`src/rtl/word_frame_pkg.sv`:
```
// word_frame_pkg: definitions shared by the transmit framer and the
// receive-side word aligner.
//   SYNC_WORD_DEFAULT : training pattern the aligner searches for
//   state_e           : framer state encoding (IDLE / SYNC / DATA)
package word_frame_pkg;

  localparam logic [31:0] SYNC_WORD_DEFAULT = 32'hF731_8CEF;

  typedef enum logic [1:0] {
    IDLE = 2'd0,
    SYNC = 2'd1,
    DATA = 2'd2
  } state_e;

endpackage

```
`src/rtl/word_frame_fifo.sv`:
```
// word_frame_fifo: circular payload buffer for the framer.
// Ports:
//   clk, rst   : clock, synchronous active-high reset
//   wr_en_i    : write strobe (ignored while full, which latches ovf_o)
//   wr_data_i  : word to write
//   rd_en_i    : pop request (ignored while empty)
//   rd_data_o  : current head word (valid while !empty_o)
//   full_o     : registered count equals DEPTH
//   empty_o    : registered count is zero
//   ovf_o      : sticky, set by a write attempted while full
module word_frame_fifo #(
  parameter int unsigned DEPTH = 4,
  parameter int unsigned WIDTH = 32
) (
  input  logic             clk,
  input  logic             rst,
  input  logic             wr_en_i,
  input  logic [WIDTH-1:0] wr_data_i,
  input  logic             rd_en_i,
  output logic [WIDTH-1:0] rd_data_o,
  output logic             full_o,
  output logic             empty_o,
  output logic             ovf_o
);

  localparam int unsigned AW = $clog2(DEPTH);

  logic [WIDTH-1:0] mem_q [DEPTH];
  logic [AW-1:0]    wr_ptr_q;
  logic [AW-1:0]    rd_ptr_q;
  logic [AW:0]      count_q;
  logic             ovf_q;
  logic             wr_ok;
  logic             rd_ok;

  // Full is judged on the registered count, so a write that coincides with
  // a read while full is still dropped.
  assign full_o  = (count_q == (AW + 1)'(DEPTH));
  assign empty_o = (count_q == '0);
  assign wr_ok   = wr_en_i && !full_o;
  assign rd_ok   = rd_en_i && !empty_o;

  assign rd_data_o = mem_q[rd_ptr_q];
  assign ovf_o     = ovf_q;

  // Storage is not reset; clearing the count is enough to discard contents.
  always_ff @(posedge clk) begin
    if (wr_ok) begin
      mem_q[wr_ptr_q] <= wr_data_i;
    end
  end

  always_ff @(posedge clk) begin
    if (rst) begin
      wr_ptr_q <= '0;
      rd_ptr_q <= '0;
      count_q  <= '0;
      ovf_q    <= 1'b0;
    end else begin
      if (wr_ok) begin
        wr_ptr_q <= wr_ptr_q + 1'b1;
      end
      if (rd_ok) begin
        rd_ptr_q <= rd_ptr_q + 1'b1;
      end
      case ({wr_ok, rd_ok})
        2'b10:   count_q <= count_q + 1'b1;
        2'b01:   count_q <= count_q - 1'b1;
        default: count_q <= count_q;
      endcase
      if (wr_en_i && full_o) begin
        ovf_q <= 1'b1;
      end
    end
  end

endmodule

```
`src/rtl/word_frame_tx.sv`:
```
// word_frame_tx: transmit-side framer. Buffers payload words and, for each
// serializer request, emits one word: a sync training burst after PHY_INIT,
// then payload (or idle words when no payload is buffered).
// Ports:
//   CLK, RST   : clock, synchronous active-high reset
//   PHY_INIT   : pulse that (re)starts a training burst
//   DIPUSH/DIN : payload write strobe and data
//   DIFULL     : payload buffer full
//   OVF        : sticky, a payload write was dropped
//   DOREQ      : serializer asks for one word this cycle
//   DOPUSH     : DOUT valid, one cycle after DOREQ
//   DOUT       : output word (holds while DOPUSH=0)
//   DODATA     : DOUT carries payload
//   TRAINING   : framer is sending the sync burst
module word_frame_tx
  import word_frame_pkg::*;
#(
  parameter logic [31:0] SYNC_WORD  = SYNC_WORD_DEFAULT,
  parameter int unsigned SYNC_CNT   = 16,
  parameter logic [31:0] IDLE_WORD  = 32'h0000_0000,
  parameter int unsigned FIFO_DEPTH = 4
) (
  input  logic        CLK,
  input  logic        RST,
  input  logic        PHY_INIT,
  input  logic        DIPUSH,
  input  logic [31:0] DIN,
  output logic        DIFULL,
  output logic        OVF,
  input  logic        DOREQ,
  output logic        DOPUSH,
  output logic [31:0] DOUT,
  output logic        DODATA,
  output logic        TRAINING
);

  // Count value held just before the request that sends the last sync word.
  localparam logic [7:0] LAST_SYNC = 8'(SYNC_CNT - 1);

  state_e      state_q;
  logic [7:0]  sync_cnt_q;
  logic        dopush_q;
  logic [31:0] dout_q;
  logic        dodata_q;

  logic        fifo_rd_en;
  logic [31:0] fifo_head;
  logic        fifo_empty;

  // PHY_INIT takes priority over a same-cycle request, so no pop then.
  assign fifo_rd_en = DOREQ && !PHY_INIT && (state_q == DATA);

  word_frame_fifo #(
    .DEPTH (FIFO_DEPTH),
    .WIDTH (32)
  ) u_fifo (
    .clk       (CLK),
    .rst       (RST),
    .wr_en_i   (DIPUSH),
    .wr_data_i (DIN),
    .rd_en_i   (fifo_rd_en),
    .rd_data_o (fifo_head),
    .full_o    (DIFULL),
    .empty_o   (fifo_empty),
    .ovf_o     (OVF)
  );

  always_ff @(posedge CLK) begin
    if (RST) begin
      state_q    <= IDLE;
      sync_cnt_q <= '0;
      dopush_q   <= 1'b0;
      dout_q     <= '0;
      dodata_q   <= 1'b0;
    end else begin
      dopush_q <= DOREQ;
      dodata_q <= 1'b0;
      if (PHY_INIT) begin
        state_q <= SYNC;
        if (DOREQ) begin
          dout_q     <= SYNC_WORD;
          sync_cnt_q <= 8'd1;
        end else begin
          sync_cnt_q <= '0;
        end
      end else begin
        unique case (state_q)
          SYNC: begin
            if (DOREQ) begin
              dout_q     <= SYNC_WORD;
              sync_cnt_q <= sync_cnt_q + 8'd1;
              if (sync_cnt_q == LAST_SYNC) begin
                state_q <= DATA;
              end
            end
          end
          DATA: begin
            if (DOREQ) begin
              if (!fifo_empty) begin
                dout_q   <= fifo_head;
                dodata_q <= 1'b1;
              end else begin
                dout_q <= IDLE_WORD;
              end
            end
          end
          default: begin
            if (DOREQ) begin
              dout_q <= IDLE_WORD;
            end
          end
        endcase
      end
    end
  end

  assign DOPUSH   = dopush_q;
  assign DOUT     = dout_q;
  assign DODATA   = dodata_q;
  assign TRAINING = (state_q == SYNC);

endmodule

```
`config.mk`:
```
export PLATFORM = sky130hd
export DESIGN_NAME = word_frame_tx
export DESIGN_NICKNAME = d
export VERILOG_FILES = /design/src/rtl/word_frame_pkg.sv /design/src/rtl/word_frame_fifo.sv /design/src/rtl/word_frame_tx.sv
export SDC_FILE = /design/constraint.sdc
export NUM_CORES = 1
export LEC_CHECK = 0
export CAP_MARGIN = 10
export CELL_PAD_IN_SITES_DETAIL_PLACEMENT = 0
export CELL_PAD_IN_SITES_GLOBAL_PLACEMENT = 1
export CORE_ASPECT_RATIO = 1.25
export CORE_MARGIN = 5
export CORE_UTILIZATION = 30
export DETAILED_ROUTE_END_ITERATION = 12
export GPL_ROUTABILITY_DRIVEN = 0
export HOLD_SLACK_MARGIN = 0.1
export PLACE_DENSITY = 0.65
export SYNTH_ARGS = -nofsm -noshare
export SYNTH_HDL_FRONTEND = slang
export SYNTH_SLANG_ARGS = --single-unit
```
`constraint.sdc`:
```
create_clock -name CLK -period 4.9 [get_ports CLK]
set_input_delay 0.735 -clock CLK [delete_from_list [all_inputs] [get_ports CLK]]
set_output_delay 0.735 -clock CLK [all_outputs]
set_load 0.01 [all_outputs]
```
==> images/congestion.png <==
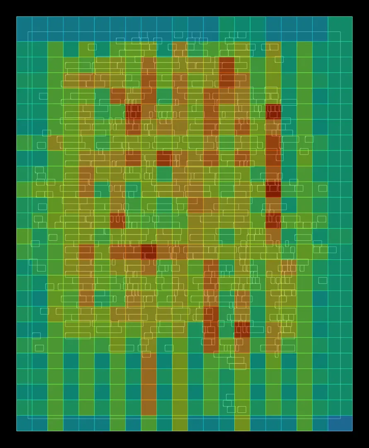
routing usage on met3: 2.56%
grt peak-use layer: met2
GRT met1 Usage: 14.1%
WL per Instance: 17.9 µm
GRT Util Overall: 11.6%

==> run_results.csv <==
group,metric,value,unit
run_status,status,"completed",
floorplanning,rows,63,
yosys,synth_area,7230,µm²
sta,fin_crit_sh,55.7,%
sta,tightestPinTransition,957,ps
floorplanning,core,23700,µm²
routing,totalWireLength,15500,µm
yosys,synthArstFlopShare,0,%
critical_path,critPathMaxFanout,40,
yosys,yosysUniqueCellTypes,40,
clock_network,cts_sinks,182,
yosys,ys.warnings.count,0,
critical_path,critPathKind,"in2reg",
final_layout,finalNetCount,574,
global_routing,antenna_found_initial,0,
routing,drcViolationCount,0,
clock_network,ctsResizeCount,0,
yosys,synth_top_area_share,53.2,%
yosys,ys_area,7230,µm²
clock_network,numCtsBuffers,17,
clock_network,htreeDepth,4,
yosys,synth-edff-count,128,
sta,setup_tns,0,ps
yosys,ys.flop_type,"edfxtp_1",
floorplanning,ios,74,
power_and_ir_drop,ir_drop,0.246,mV
routing,dr.pass1.iters,4,
floorplanning,die_w,149,µm
routing,wl_met1,6560,µm
final_layout,drive_gt1_share,16.1,%
critical_path,crit_slowest_cell,"buf_2",
worst_hold_path,hold_class,"reg2reg",
yosys,synth_cells,465,
yosys,ys_top_logic_family,"multiplexers",
sta,slew_headroom,36.2,%
floorplanning,dieHeight,184,µm
yosys,fp_nets,511,
sta,min_period,2730,ps
power_and_ir_drop,p_leak,2.86,nW
critical_path,rr_endpoint,"u_fifo.count_q[2]",
floorplanning,dieArea,27300,µm²
power_and_ir_drop,powerDensity,381,nW/µm²
placed_design,io_buffers,73,
yosys,postSynthAreaPerCell,15.5,µm²
sta,rsz0062_at_grt,"no",
worst_hold_path,worstHoldPathCells,2,
routing,drt_iter0_drc,231,
routing,via_count,4100,
global_routing,overflow,0,
critical_path,end_kind,"register",
job,openroad.warnings,30,
global_routing,grt_start_max_net_pins,47,
critical_path,path_buffers,2,
placed_design,pre_cts_slack,1770,ps
critical_path,cp.depth,9,
routing,highest_layer,"met4",
final_layout,area_delta_synth_final,21.4,%
yosys,ys_cells,465,
placed_design,placed_area,8210,µm²
yosys,synthAdderAreaFrac,1.66,%
yosys,yosys.area_share.xor_xnor,1.21,%
worst_hold_path,min_to,"u_fifo.ovf_o",
yosys,yosysTopAreaCell,"edfxtp_1",
==> images/wires.png <==
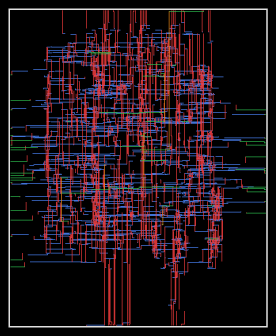
orange -> metal 4  # wire length 190 µm
blue -> metal 1  # wire length 6,560 µm
red -> metal 2  # wire length 8,240 µm
green -> metal 3  # wire length 546 µm

==> logic make-up (layout without fill, tap and decap cells) <==
logic type,after synthesis,in the layout
compound gates,76,76
xor+xnor,10,10
fa+ha+maj,9,9
buf+inv,41,117
flops,182,182
mux,34,34
simple gates,113,113
==> area by class of cell <==
cell class	count	area, µm²	share of cell area, %
timing repair buffer	78	758	8.64
tap	325	407	4.63
inverter	7	26.3	0.299
multi-input combinational	242	2090	23.8
clock inverter	12	126	1.44
sequential	182	4930	56.2
clock buffer	20	437	4.98
==> power breakdown <==
group          internal [mW]  leakage [nW]  switching, mW
logic                  0.133         0.965          0.140
registers               1.73          1.62         0.0354
clock network          0.751         0.276          0.558
==> flip-flops by register name, indices dropped and copies added, names as in the netlist, named ones only <==
register / count
u_fifo.mem_q: 128
DOUT: 32
sync_cnt_q: 8
u_fifo.count_q: 3
state_q: 2
u_fifo.rd_ptr_q: 2
u_fifo.wr_ptr_q: 2
DODATA: 1
DOPUSH: 1
u_fifo.ovf_o: 1
==> placed cells by master, fill, tap and decap left out, drive strengths merged, types with 2 or more instances in the layout <==
master	count
nor3	12
or3	4
o22ai	20
a211oi	20
nor2	48
a21oi	7
mux4	32
o21ai	4
edfxtp	128
xor2	8
clkbuf	20
buf	7
nand3	5
mux2i	2
nand4	4
a2bb2oi	24
dfxtp	54
and2	4
clkinv	6
nand2b	2
inv	10
nand2	23
clkdlybuf4s50	71
xnor2	2
bufinv	2
nor2b	3
ha	8
==> synth_stat cells, types with 5 or more instances <==
cell type	number
a21oi_1	7
nand2_1	23
o22ai_1	20
dfxtp_1	54
nand3_1	5
xor2_1	8
a2bb2oi_2	10
a2bb2oi_1	14
a211oi_1	20
edfxtp_1	128
nor2_1	48
nor3_1	12
inv_1	7
mux4_2	32
ha_1	8
clkbuf_1	10
buf_2	15
buf_6	5
==> tightest hold or removal path, delay by kind of cell, from the launching register on <==
| family | cells | cell delay [ps] |
|---|---|---|
| AND/OR/NAND/NOR | 1 | 70 |
| AND-OR/OR-AND | 1 | 50 |
| flip-flops | 1 | 340 |
==> metrics by stage <==
stage                     power (mW)  instances
after floorplan                 1.94        465
after global placement          2.06        834
after detailed placement        2.07        834
after CTS                       3.38        866
after global routing            3.47        866
final                           3.35        866
==> per-layer routing <==
layer / up-vias / track usage [%]
li1: 1915 / -
met1: 2093 / 14.1
met2: 77 / 20.5
met3: 15 / 2.56
met4: 0 / 3.99
met5: - / 0
==> how the worst max path moves through the flow <==
| stage | endpoint | slack [ps] |
|---|---|---|
| 2_1_floorplan | u_fifo.count_q[2] | 2520 |
| 3_3_place_gp | u_fifo.count_q[2] | 1840 |
| 3_5_place_dp | u_fifo.count_q[2] | 1770 |
| 4_1_cts | u_fifo.count_q[2] | 2200 |
| 5_1_grt | u_fifo.count_q[2] | 2010 |
| 6_report | u_fifo.count_q[2] | 2170 |
Power figures rest on the tool's default switching activity, not on a simulated workload.
